Fig. 1: run 1, routing congestion
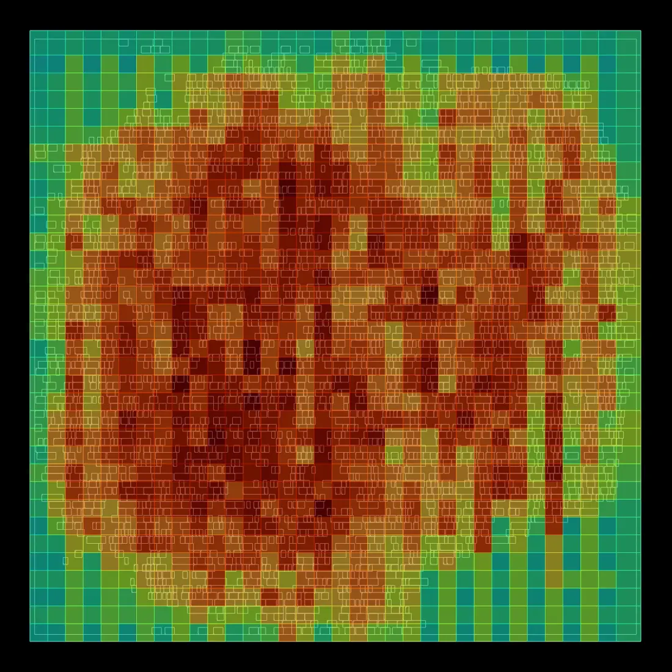
Fig. 2: run 1, wiring by layer
Only two layers are drawn.
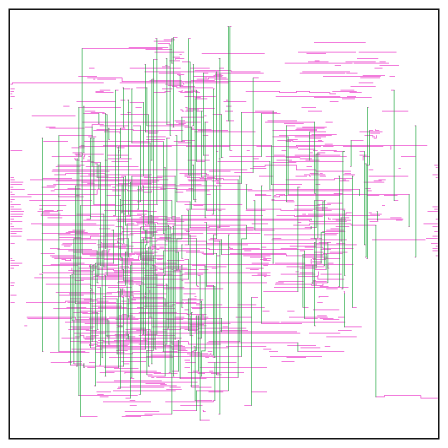
Fig. 3: run 1, I/O nets highlighted
The bar under the picture is 50 um long.
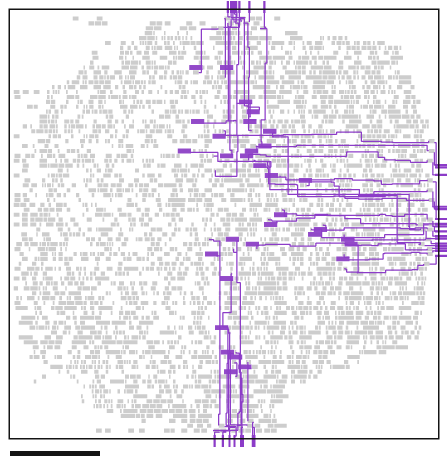
<file path="config.mk">
export PLATFORM = sky130hd
export DESIGN_NAME = iter_alu_mdu
export DESIGN_NICKNAME = d
export VERILOG_FILES = /design/src/rtl/iter_alu_mdu.sv
export SDC_FILE = /design/constraint.sdc
export NUM_CORES = 1
export LEC_CHECK = 0
export CORE_MARGIN = 1.5
export CORE_UTILIZATION = 42
export DETAILED_ROUTE_END_ITERATION = 8
export PLACE_DENSITY = 0.68
export SETUP_SLACK_MARGIN = 0.1
export SKIP_CTS_REPAIR_TIMING = 1
export SYNTH_ARGS = -nofsm -noshare
export SYNTH_HDL_FRONTEND = slang
export SYNTH_SLANG_ARGS = --single-unit
</file>
<file path="constraint.sdc">
create_clock -name clk -period 6.1 [get_ports clk]
set_input_delay 1.22 -clock clk [delete_from_list [all_inputs] [get_ports clk]]
set_output_delay 1.22 -clock clk [all_outputs]
set_load 0.005 [all_outputs]
</file>
<file path="src/rtl/iter_alu_mdu.sv">
// iter_alu_mdu: execute-stage integer unit. Simple ALU ops complete one cycle
// after acceptance. RV32M multiply/divide ops run an XLEN-step iterative
// engine (shift-add multiply, restoring divide on magnitudes) and then apply
// the sign in one final cycle.
//
// Ports:
//   clk, reset (sync, active-high), flush (sync abort of the in-flight op)
//   in_valid/in_ready   : op handshake; in_ready is combinational
//   in_op, in_btype     : operation code and branch compare type
//   in_a, in_b, in_tag  : operands and destination tag, captured on accept
//   out_valid           : one-cycle result strobe
//   out_res, out_bcond, out_tag : registered result, held between strobes
//   busy                : iterative op in progress; upstream must stall
module iter_alu_mdu #(
    parameter int XLEN  = 32,
    parameter int TAG_W = 5
) (
    input  logic             clk,
    input  logic             reset,
    input  logic             flush,
    input  logic             in_valid,
    output logic             in_ready,
    input  logic [4:0]       in_op,
    input  logic [2:0]       in_btype,
    input  logic [XLEN-1:0]  in_a,
    input  logic [XLEN-1:0]  in_b,
    input  logic [TAG_W-1:0] in_tag,
    output logic             out_valid,
    output logic [XLEN-1:0]  out_res,
    output logic             out_bcond,
    output logic [TAG_W-1:0] out_tag,
    output logic             busy
);
    localparam int SH_W  = $clog2(XLEN);
    localparam int CNT_W = $clog2(XLEN) + 1;
    localparam logic [XLEN-1:0] MIN_NEG = {1'b1, {(XLEN-1){1'b0}}};

    localparam logic [4:0] OP_ADD = 5'd0,  OP_SUB = 5'd1,  OP_AND = 5'd2,  OP_OR = 5'd3;
    localparam logic [4:0] OP_XOR = 5'd4,  OP_SLL = 5'd5,  OP_SRL = 5'd6,  OP_SRA = 5'd7;
    localparam logic [4:0] OP_SLT = 5'd8,  OP_SLTU = 5'd9, OP_MUL = 5'd10, OP_MULH = 5'd11;
    localparam logic [4:0] OP_MULHSU = 5'd12, OP_MULHU = 5'd13, OP_DIV = 5'd14;
    localparam logic [4:0] OP_DIVU = 5'd15, OP_REM = 5'd16, OP_REMU = 5'd17;

    typedef enum logic [1:0] {S_IDLE, S_BUSY, S_RESULT} state_t;

    state_t             r_state, w_state_next;
    logic [CNT_W-1:0]   r_cnt;
    logic [XLEN-1:0]    r_hi, r_lo, r_opb, r_res;
    logic [4:0]         r_op;
    logic               r_neg, r_neg_rem, r_bcond;
    logic [TAG_W-1:0]   r_tag, r_out_tag;

    logic               w_accept, w_is_iter, w_is_div, w_div_zero, w_div_ovf, w_special, w_start_iter;
    logic [SH_W-1:0]    w_shamt;
    logic [XLEN-1:0]    w_simple_res, w_spec_res, w_imm_res, w_mag_a, w_mag_b;
    logic               w_bcond, w_a_neg, w_b_neg;
    logic [XLEN:0]      w_mul_sum, w_div_trial, w_div_diff;
    logic               w_div_ge;
    logic [2*XLEN-1:0]  w_prod_mag, w_prod;
    logic [XLEN-1:0]    w_quo, w_rem, w_final;

    assign w_accept     = in_valid & in_ready & ~flush;
    assign w_is_iter    = (in_op >= OP_MUL) && (in_op <= OP_REMU);
    assign w_is_div     = (in_op >= OP_DIV) && (in_op <= OP_REMU);
    assign w_div_zero   = w_is_div && (in_b == '0);
    assign w_div_ovf    = ((in_op == OP_DIV) || (in_op == OP_REM)) && (in_a == MIN_NEG) && (in_b == '1);
    // Divide-by-zero and signed overflow have fixed answers, so they bypass the engine.
    assign w_special    = w_div_zero | w_div_ovf;
    assign w_start_iter = w_is_iter & ~w_special;
    assign w_shamt      = in_b[SH_W-1:0];

    always_comb begin
        w_simple_res = '0;
        w_bcond      = 1'b0;
        case (in_op)
            OP_ADD:  w_simple_res = in_a + in_b;
            OP_SUB: begin
                w_simple_res = in_a - in_b;
                case (in_btype)
                    3'd0:    w_bcond = (in_a == in_b);
                    3'd1:    w_bcond = (in_a != in_b);
                    3'd4:    w_bcond = ($signed(in_a) < $signed(in_b));
                    3'd5:    w_bcond = ($signed(in_a) >= $signed(in_b));
                    3'd6:    w_bcond = (in_a < in_b);
                    3'd7:    w_bcond = (in_a >= in_b);
                    default: w_bcond = 1'b0;
                endcase
            end
            OP_AND:  w_simple_res = in_a & in_b;
            OP_OR:   w_simple_res = in_a | in_b;
            OP_XOR:  w_simple_res = in_a ^ in_b;
            OP_SLL:  w_simple_res = in_a << w_shamt;
            OP_SRL:  w_simple_res = in_a >> w_shamt;
            OP_SRA:  w_simple_res = $unsigned($signed(in_a) >>> w_shamt);
            OP_SLT:  w_simple_res = {{(XLEN-1){1'b0}}, ($signed(in_a) < $signed(in_b))};
            OP_SLTU: w_simple_res = {{(XLEN-1){1'b0}}, (in_a < in_b)};
            default: w_simple_res = '0;
        endcase
    end

    always_comb begin
        w_spec_res = '0;
        if (w_div_zero)
            w_spec_res = ((in_op == OP_DIV) || (in_op == OP_DIVU)) ? '1 : in_a;
        else if (w_div_ovf)
            w_spec_res = (in_op == OP_DIV) ? in_a : '0;
    end

    assign w_imm_res = w_special ? w_spec_res : w_simple_res;

    // The engine works on magnitudes; signs are recorded and applied at the end.
    assign w_a_neg = in_a[XLEN-1] & ((in_op == OP_MULH) || (in_op == OP_MULHSU) ||
                                     (in_op == OP_DIV) || (in_op == OP_REM));
    assign w_b_neg = in_b[XLEN-1] & ((in_op == OP_MULH) || (in_op == OP_DIV) || (in_op == OP_REM));
    assign w_mag_a = w_a_neg ? -in_a : in_a;
    assign w_mag_b = w_b_neg ? -in_b : in_b;

    // One shift-add step: {r_hi, r_lo} is the partial product, r_lo[0] the next multiplier bit.
    assign w_mul_sum   = {1'b0, r_hi} + (r_lo[0] ? {1'b0, r_opb} : {(XLEN+1){1'b0}});
    // One restoring-divide step: r_hi is the partial remainder, r_lo shifts dividend out / quotient in.
    assign w_div_trial = {r_hi, r_lo[XLEN-1]};
    assign w_div_ge    = (w_div_trial >= {1'b0, r_opb});
    assign w_div_diff  = w_div_trial - {1'b0, r_opb};

    assign w_prod_mag = {r_hi, r_lo};
    assign w_prod     = r_neg ? -w_prod_mag : w_prod_mag;
    assign w_quo      = r_neg ? -r_lo : r_lo;
    assign w_rem      = r_neg_rem ? -r_hi : r_hi;

    always_comb begin
        case (r_op)
            OP_MUL:                         w_final = w_prod[XLEN-1:0];
            OP_MULH, OP_MULHSU, OP_MULHU:   w_final = w_prod[2*XLEN-1:XLEN];
            OP_DIV, OP_DIVU:                w_final = w_quo;
            default:                        w_final = w_rem;
        endcase
    end

    // FSM: state register
    always_ff @(posedge clk) begin
        if (reset) r_state <= S_IDLE;
        else       r_state <= w_state_next;
    end

    // FSM: next state
    always_comb begin
        w_state_next = r_state;
        if (flush) begin
            w_state_next = S_IDLE;
        end else begin
            case (r_state)
                S_BUSY:  w_state_next = (r_cnt == '0) ? S_RESULT : S_BUSY;
                default: begin
                    if (w_accept) w_state_next = w_start_iter ? S_BUSY : S_RESULT;
                    else          w_state_next = S_IDLE;
                end
            endcase
        end
    end

    // FSM: outputs
    always_comb begin
        in_ready  = (r_state != S_BUSY) & ~reset;
        busy      = (r_state == S_BUSY);
        out_valid = (r_state == S_RESULT);
    end

    // Datapath and result registers
    always_ff @(posedge clk) begin
        if (reset) begin
            r_cnt     <= '0;
            r_hi      <= '0;
            r_lo      <= '0;
            r_opb     <= '0;
            r_op      <= '0;
            r_neg     <= 1'b0;
            r_neg_rem <= 1'b0;
            r_tag     <= '0;
            r_res     <= '0;
            r_bcond   <= 1'b0;
            r_out_tag <= '0;
        end else if (flush) begin
            r_cnt <= '0;
        end else if (w_accept) begin
            if (w_start_iter) begin
                r_cnt     <= CNT_W'(XLEN);
                r_hi      <= '0;
                r_lo      <= w_mag_a;
                r_opb     <= w_mag_b;
                r_op      <= in_op;
                r_neg     <= w_a_neg ^ w_b_neg;
                r_neg_rem <= w_a_neg;
                r_tag     <= in_tag;
            end else begin
                r_res     <= w_imm_res;
                r_bcond   <= w_special ? 1'b0 : w_bcond;
                r_out_tag <= in_tag;
            end
        end else if (r_state == S_BUSY) begin
            if (r_cnt != '0) begin
                r_cnt <= r_cnt - 1'b1;
                if (r_op <= OP_MULHU) begin
                    {r_hi, r_lo} <= {w_mul_sum, r_lo[XLEN-1:1]};
                end else begin
                    r_hi <= w_div_ge ? w_div_diff[XLEN-1:0] : w_div_trial[XLEN-1:0];
                    r_lo <= {r_lo[XLEN-2:0], w_div_ge};
                end
            end else begin
                r_res     <= w_final;
                r_bcond   <= 1'b0;
                r_out_tag <= r_tag;
            end
        end
    end

    assign out_res   = r_res;
    assign out_bcond = r_bcond;
    assign out_tag   = r_out_tag;
endmodule

</file>
==> results.txt, run 1 <==
impl run done, here's what came out: status finished with violations, failing checks capacitance limit, slew limit, Cells after DPL 3983, Yosys cell types slightly below 90, die height 237 um, clk latency late pin 0.46 ns, Initial Utilization 0.427, Yosys Instances 3339, largest net degree at the start of global routing 91, Slew HR -0.0383, Overflow after GRT 0, Hold Path End r_tag[1], Max-Cap Viols 1, most frequent cell after synthesis nand2_1, Die Wd 237 um, CP startpoint in_a[0], Final #Nets 3558, pre-CTS setup slack 0.784 ns, clock transition at the registers of the reported paths 0.07 ns, Num Clock Sinks 154, Tmin final 5.07 ns, clock share of power 0.325, r2r worst-path depth 14, Peak VDD IR between 0.0001 and 0.00015 V, H-tree depth 4, switching pwr ~1.5 mW, Yosys top cell area share 0.134, Commonest flop dfxtp_1, DRT antenna net count 0, CP Data Required Time 6.44 ns, Top Layout Cells 366 x nand2_1, 344 x nor2_1, 277 x a21oi_1, 207 x o21ai_0, 167 x ha_1, synth warn 0, Area growth, synth to finish 11.3%, CTS tree yes, Root Buffer clkbuf_16, critical setup path kind in -> reg, DP Area approximately 25000 um2, switching part of the total 0.398, cell taking the most area after synthesis dfxtp_1, Critical Path End Type flop, clk buf depth 2, Setup violations, final 0, layout cells sized above 1 0.0795, Mapped Area 23000 um2, Main area contributors dfxtp_1 13%, ha_1 9.1%, a21oi_1 6.0%, pins over their slew limit 3, total power about 3.7 mW, GPL Wtd Cong 1.09, worst reg2reg setup slack 1.82 ns, clk_skew 0.0144 ns, initial drt markers 4105, core area 54000 um2, HPWL after detailed placement 85300 um, Worst Path Arrival 5.41 ns, Crit. path cell count 15, vias in the first global route 24700, Mapped Cells around 3300, HP Class reg -> reg, total negative slack 0 ns, power density over the cells 145 nW/um2, DRC violations left 0, hold path depth 2, Commonest Layout Cell nand2_1, combinational power share 0.397, Synth async-reset ratio 0
Notes on Fig. 1 above:
met2 Track Usage GR: 0.580
routed length per instance: 27.6 um
busiest layer in global routing: met2
global-route met3 utilization: 0.103
Layout Utilization: 0.475

Notes on Fig. 2 above:
metal 3 -> magenta  # wire length 12900 um
metal 4 -> green  # wire length 8590 um
GRT Overall Usage: 0.383
total wire length: 111000 um
via count: 27300

Notes on Fig. 3 above:
out_res -> purple  # bits 32, direction output, end cells 32, buffers 32, wire 2950 um
Ports: 122
Port Buffers: 121

==> run 1: layout make-up <==
class / instances / area (um2)
Sequential cell: 154 / 3080
Multi-Input combinational cell: 2737 / 18400
Timing Repair Buffer: 230 / 2050
Antenna cell: 4 / 10.0
Tap cell: 696 / 871
Clock buffer: 21 / 460
Fill cell: 5629 / 28400
Inverter: 166 / 623
Clock inverter: 11 / 178
==> run 1: tightest hold or removal path, delay by kind of cell (launching register included) <==
family	cells	cell delay [ns]
and+or+nand+nor	1	0.05
DFF	1	0.31
AOI/OAI and AO/OA	1	0.05
==> run 1: power groups by stage <==
stage	Sequential (mW)	Clock, mW	Combinational, mW
floorplan	1.05	0	0.879
global placement	1.05	0	1.40
detailed placement	1.05	0	1.39
CTS	1.03	1.21	1.40
global route	1.03	1.26	1.53
finish	1.03	1.21	1.47
==> run 1: per-layer routing <==
metal / share of wire / up-vias
li1: - / 12200
met1: 0.38 / 12800
met2: 0.42 / 1827
met3: 0.12 / 450
met4: 0.077 / 8
met5: 0.00050 / -
==> run 1: cell families after synthesis <==
family,after synthesis,synth area share
mux,126,0.0737
buf+inv,448,0.0748
fa+ha+maj,171,0.0941
compound gates,1088,0.314
simple gates,1150,0.233
flops,154,0.134
xor+xnor,202,0.0768
==> run 1: flip-flops by register name, indices dropped and copies added, names as in the netlist <==
name,cells
r_tag,5
out_bcond,1
r_op,5
r_neg_rem,1
r_lo,32
r_cnt,6
r_opb,32
r_hi,32
out_tag,5
r_neg,1
r_state,2
out_res,32
==> run 1: worst max-delay path by stage <==
stage / to
final: out_res[30]
after detailed placement: out_res[30]
after CTS: out_res[30]
after global routing: out_res[30]
after global placement: out_res[25]
after floorplan: out_res[25]
Fig. 4: run 1, signal wires on met1
The bar under the picture is 50 um long. Supply wires on this layer in grey. Cells faint in the background.
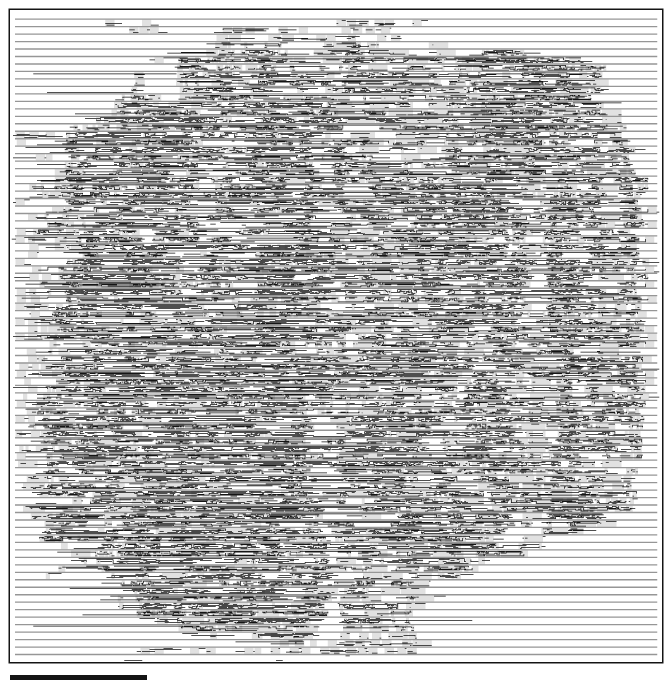

--- run 2 (diff from run 1) ---
--- a/config.mk
+++ b/config.mk
@@ -8,7 +8,7 @@
 export CORE_MARGIN = 1.5
 export CORE_UTILIZATION = 42
 export DETAILED_ROUTE_END_ITERATION = 8
-export PLACE_DENSITY = 0.68
+export PLACE_DENSITY = 0.71
 export SETUP_SLACK_MARGIN = 0.1
 export SKIP_CTS_REPAIR_TIMING = 1
 export SYNTH_ARGS = -nofsm -noshare
==> constraint.sdc (replaced) <==
create_clock -name clk -period 4.2 [get_ports clk]
set_input_delay 0.84 -clock clk [delete_from_list [all_inputs] [get_ports clk]]
set_output_delay 0.84 -clock clk [all_outputs]
set_load 0.005 [all_outputs]
Fig. 5: run 2, signal wires on met1
The bar under the picture is 50 um long. Supply wires on this layer in grey. Cells faint in the background.
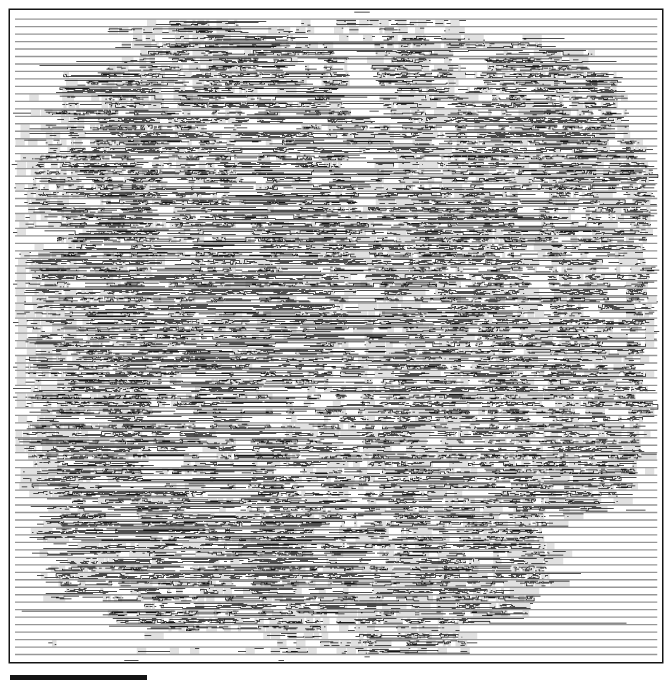
longest straight run = 121 um
nets with wire on the layer = 3610
wire length on this layer = 44.6 mm
share of all routed wire = 38%
total wire length: 117000 um
M1 GR Usage: 0.510
via count: 28500

Fig. 6: run 2, I/O nets highlighted
The bar under the picture is 50 um long.
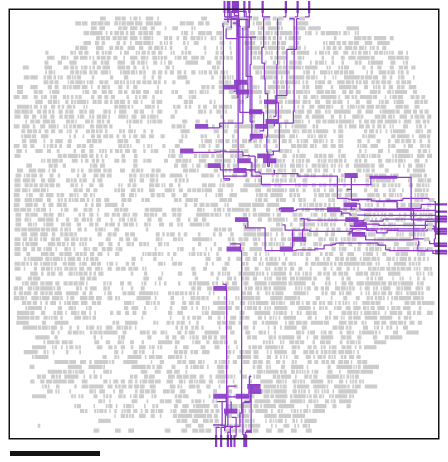
out_res -> purple  # bits 32, direction output, end cells 32, buffers 32, wire 2610 um

==> run 2 against run 1 <==
  * The run now ends clean
  * Area after synthesis stayed put
  * Wire length is 5.0% higher
  * Total power is 49% higher
  * Worst setup slack worse by 0.85 ns
  * Largest cell class unchanged
==> results.txt, run 2 <==
impl run done, here's what came out: syn nets 3591, Fillers 5488, Synth Area in Adders 0.0941, Port Buffers 121, H-tree depth 4, Ports 122, die height 237 um, CP Data Required Time between 4 and 5 ns, Yosys Instances 3339, Max Clk Rate 0.249 GHz, DP Area 27800 um2, cts bufs inserted 17, Critical Path End Type flop, Hold Fails Final Rpt 0, HP Class reg -> reg, CP cell instances clkdlybuf4s50_1, or4_1, or3_1, or4_4, nor3_1, buf_4, nor2_1, o211ai_1, or4_1, a221oi_1, or3_1, a21oi_1, first drt pass iteration count 6, CP startpoint in_b[20], Largest logic family AND-OR/OR-AND gates, Slew HR 0.219, DRT antenna net count 0, most frequent cell after synthesis nand2_1, worst path buffer plus inverter count 2, clock transition at the registers of the reported paths 0.07 ns, Die Wd ~240 um, layout cells sized above 1 0.165, clk buf depth 2, R2R Path End out_res[12], Post-synth seq share 0.134, Max-Cap Viols 0, synth warn 0, Mapped Area 23000 um2, initial drt markers 4036, CP top delay family simple AND/OR/NAND/NOR gates, Hold Path End r_tag[2], Synth mux share 0.0737, Crit. path cell count 12, HP Start r_tag[2], status finished, final reports clean, Overflow after GRT 0, r2r worst-path depth 12, Final #Nets 3892, r2r startpoint r_hi[0], CP startpoint kind input port, vias in the first global route 26200, clk latency late pin around 0.47 ns, Num Clock Sinks 154, Syn Area/Cell 6.90 um2, post-synthesis compound-gate area fraction 0.314, Mapped Cells 3339, Synth flops 154, critical path fanouts, max 4, FP Rows 85, Commonest flop dfxtp_1, Yosys top cell area share 0.134, fin area 28300 um2, Area growth, synth to finish 23.0%, hold path depth 2, Setup violations, final 0, Top Layout Cells 421 x buf_4, 366 x nand2_1, 344 x nor2_1, 277 x a21oi_1, 205 x o21ai_0, area figure in the yosys stat output 23000 um2, critical setup path kind in -> reg, pins over their slew limit 0, CTS tree yes, tool warnings about 93, RSZ-0062 raised after global routing false, fin crit share 0.958, Static Leak 11.6 nW, cell taking the most area after synthesis dfxtp_1, Initial Utilization 0.427, routed length per instance 26.8 um, CP max-delay cell or4_4, core area 54000 um2, worst reg2reg setup slack just under 0.3 ns, Worst Path Arrival 4.41 ns, Die Size 56300 um2, Synth async-reset ratio 0, Peak VDD IR 0.000178 V, initial antenna violation count 2, XOR/XNOR Area Share 0.0768, GRT Overall Usage 0.402, Main area contributors dfxtp_1 13%, ha_1 9.1%, a21oi_1 6.0%, EDFF count, synth 0, clk_skew 0.0151 ns, largest net degree at the start of global routing 77, Basic Gates by Area 0.233, Yosys cell types approximately 89, Tmin final just over 4 ns, DRC violations left 0, power density over the cells approximately 200 nW/um2, HPWL after detailed placement 92500 um, Root Buffer clkbuf_16, max incr delay on CP around 0.63 ns, Slew @ Worst Pin 1.17 ns, Synth top cells by count 366 x nand2_1, 348 x nor2_1, 277 x a21oi_1, post-DR vias/cell 6.55, first-pass GRT wire length 171000 um, CP endpoint out_res[13], Commonest Layout Cell buf_4, GPL Wtd Cong roughly 1.1
Fig. 7: run 2, register map, names as in the netlist
The bar under the picture is 50 um long. Other sequential cells in the stronger grey, the rest of the logic in the fainter grey.
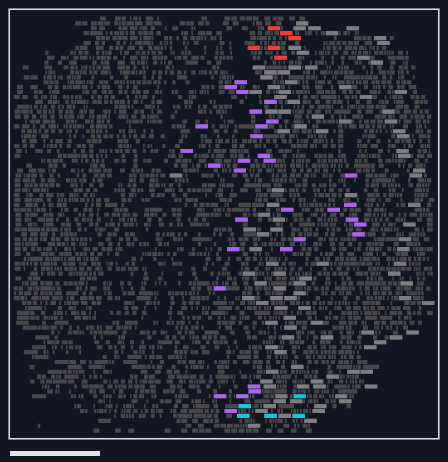
out_res -> purple  # placed flops 32
r_cnt -> red  # placed flops 6
r_tag -> cyan  # placed flops 5, where south
not coloured = 111
Flop area: 3080 um2
sequential portion of the cell area: 0.109
sequential cell power: 1.50 mW
Layout Utilization: 0.525

run 2: cell count changes in the layout (fill, tap and decap cells not counted), sizes merged:
cell      delta
buf        +334
clkinv       +4
bufinv       -3
diode        -3
clkbuf       -2
clkinvlp     +2
inv          -2
run 2: metrics by stage:
stage	hold slack [ns]	total power, mW	setup TNS, ns	setup slack, ns	instances
after floorplan	0.432	2.80	0	0.0368	3339
after global placement	0.442	3.92	-3.66	-0.220	4317
after detailed placement	0.447	3.91	-4.05	-0.348	4317
after CTS	0.454	5.44	0	0.121	4348
after global routing	0.476	5.70	0	0.104	4348
final	0.455	5.53	0	0.178	4349
run 2: cells by family after synthesis:
family / Yosys count
buf+inv: 448
fa+ha+maj: 171
flops: 154
simple gates: 1150
compound gates: 1088
xor+xnor: 202
mux: 126
run 2: power by group:
group / total [mW] / internal, mW / leakage (nW) / switching (mW)
Clock: 1.55 / 0.833 / 0.270 / 0.714
Combinational: 2.48 / 1.00 / 10.1 / 1.48
Sequential: 1.50 / 1.48 / 1.24 / 0.0215
Total: 5.53 / 3.31 / 11.6 / 2.22
run 2: area by class of cell:
| class | count | area (um2) | share of cell area |
|---|---|---|---|
| Multi-Input combinational cell | 2737 | 18400 | 0.649 |
| Timing Repair Buffer | 564 | 4810 | 0.170 |
| Sequential cell | 154 | 3080 | 0.109 |
| Tap cell | 696 | 871 | 0.0307 |
| Inverter | 166 | 624 | 0.0220 |
| Clock buffer | 19 | 443 | 0.0156 |
| Clock inverter | 12 | 116 | 0.00411 |
| Antenna cell | 1 | 2.50 | 0.0000883 |
run 2: layer usage:
metal | GRT usage | vias up | wire length (um)
met4 | 0.263 | 4 | 8870
met3 | 0.0723 | 423 | 12700
met5 | 0 | - | 29
li1 | - | 12900 | -
met2 | 0.625 | 1947 | 50500
met1 | 0.510 | 13300 | 44600
Power is estimated from default activity; no workload was simulated.
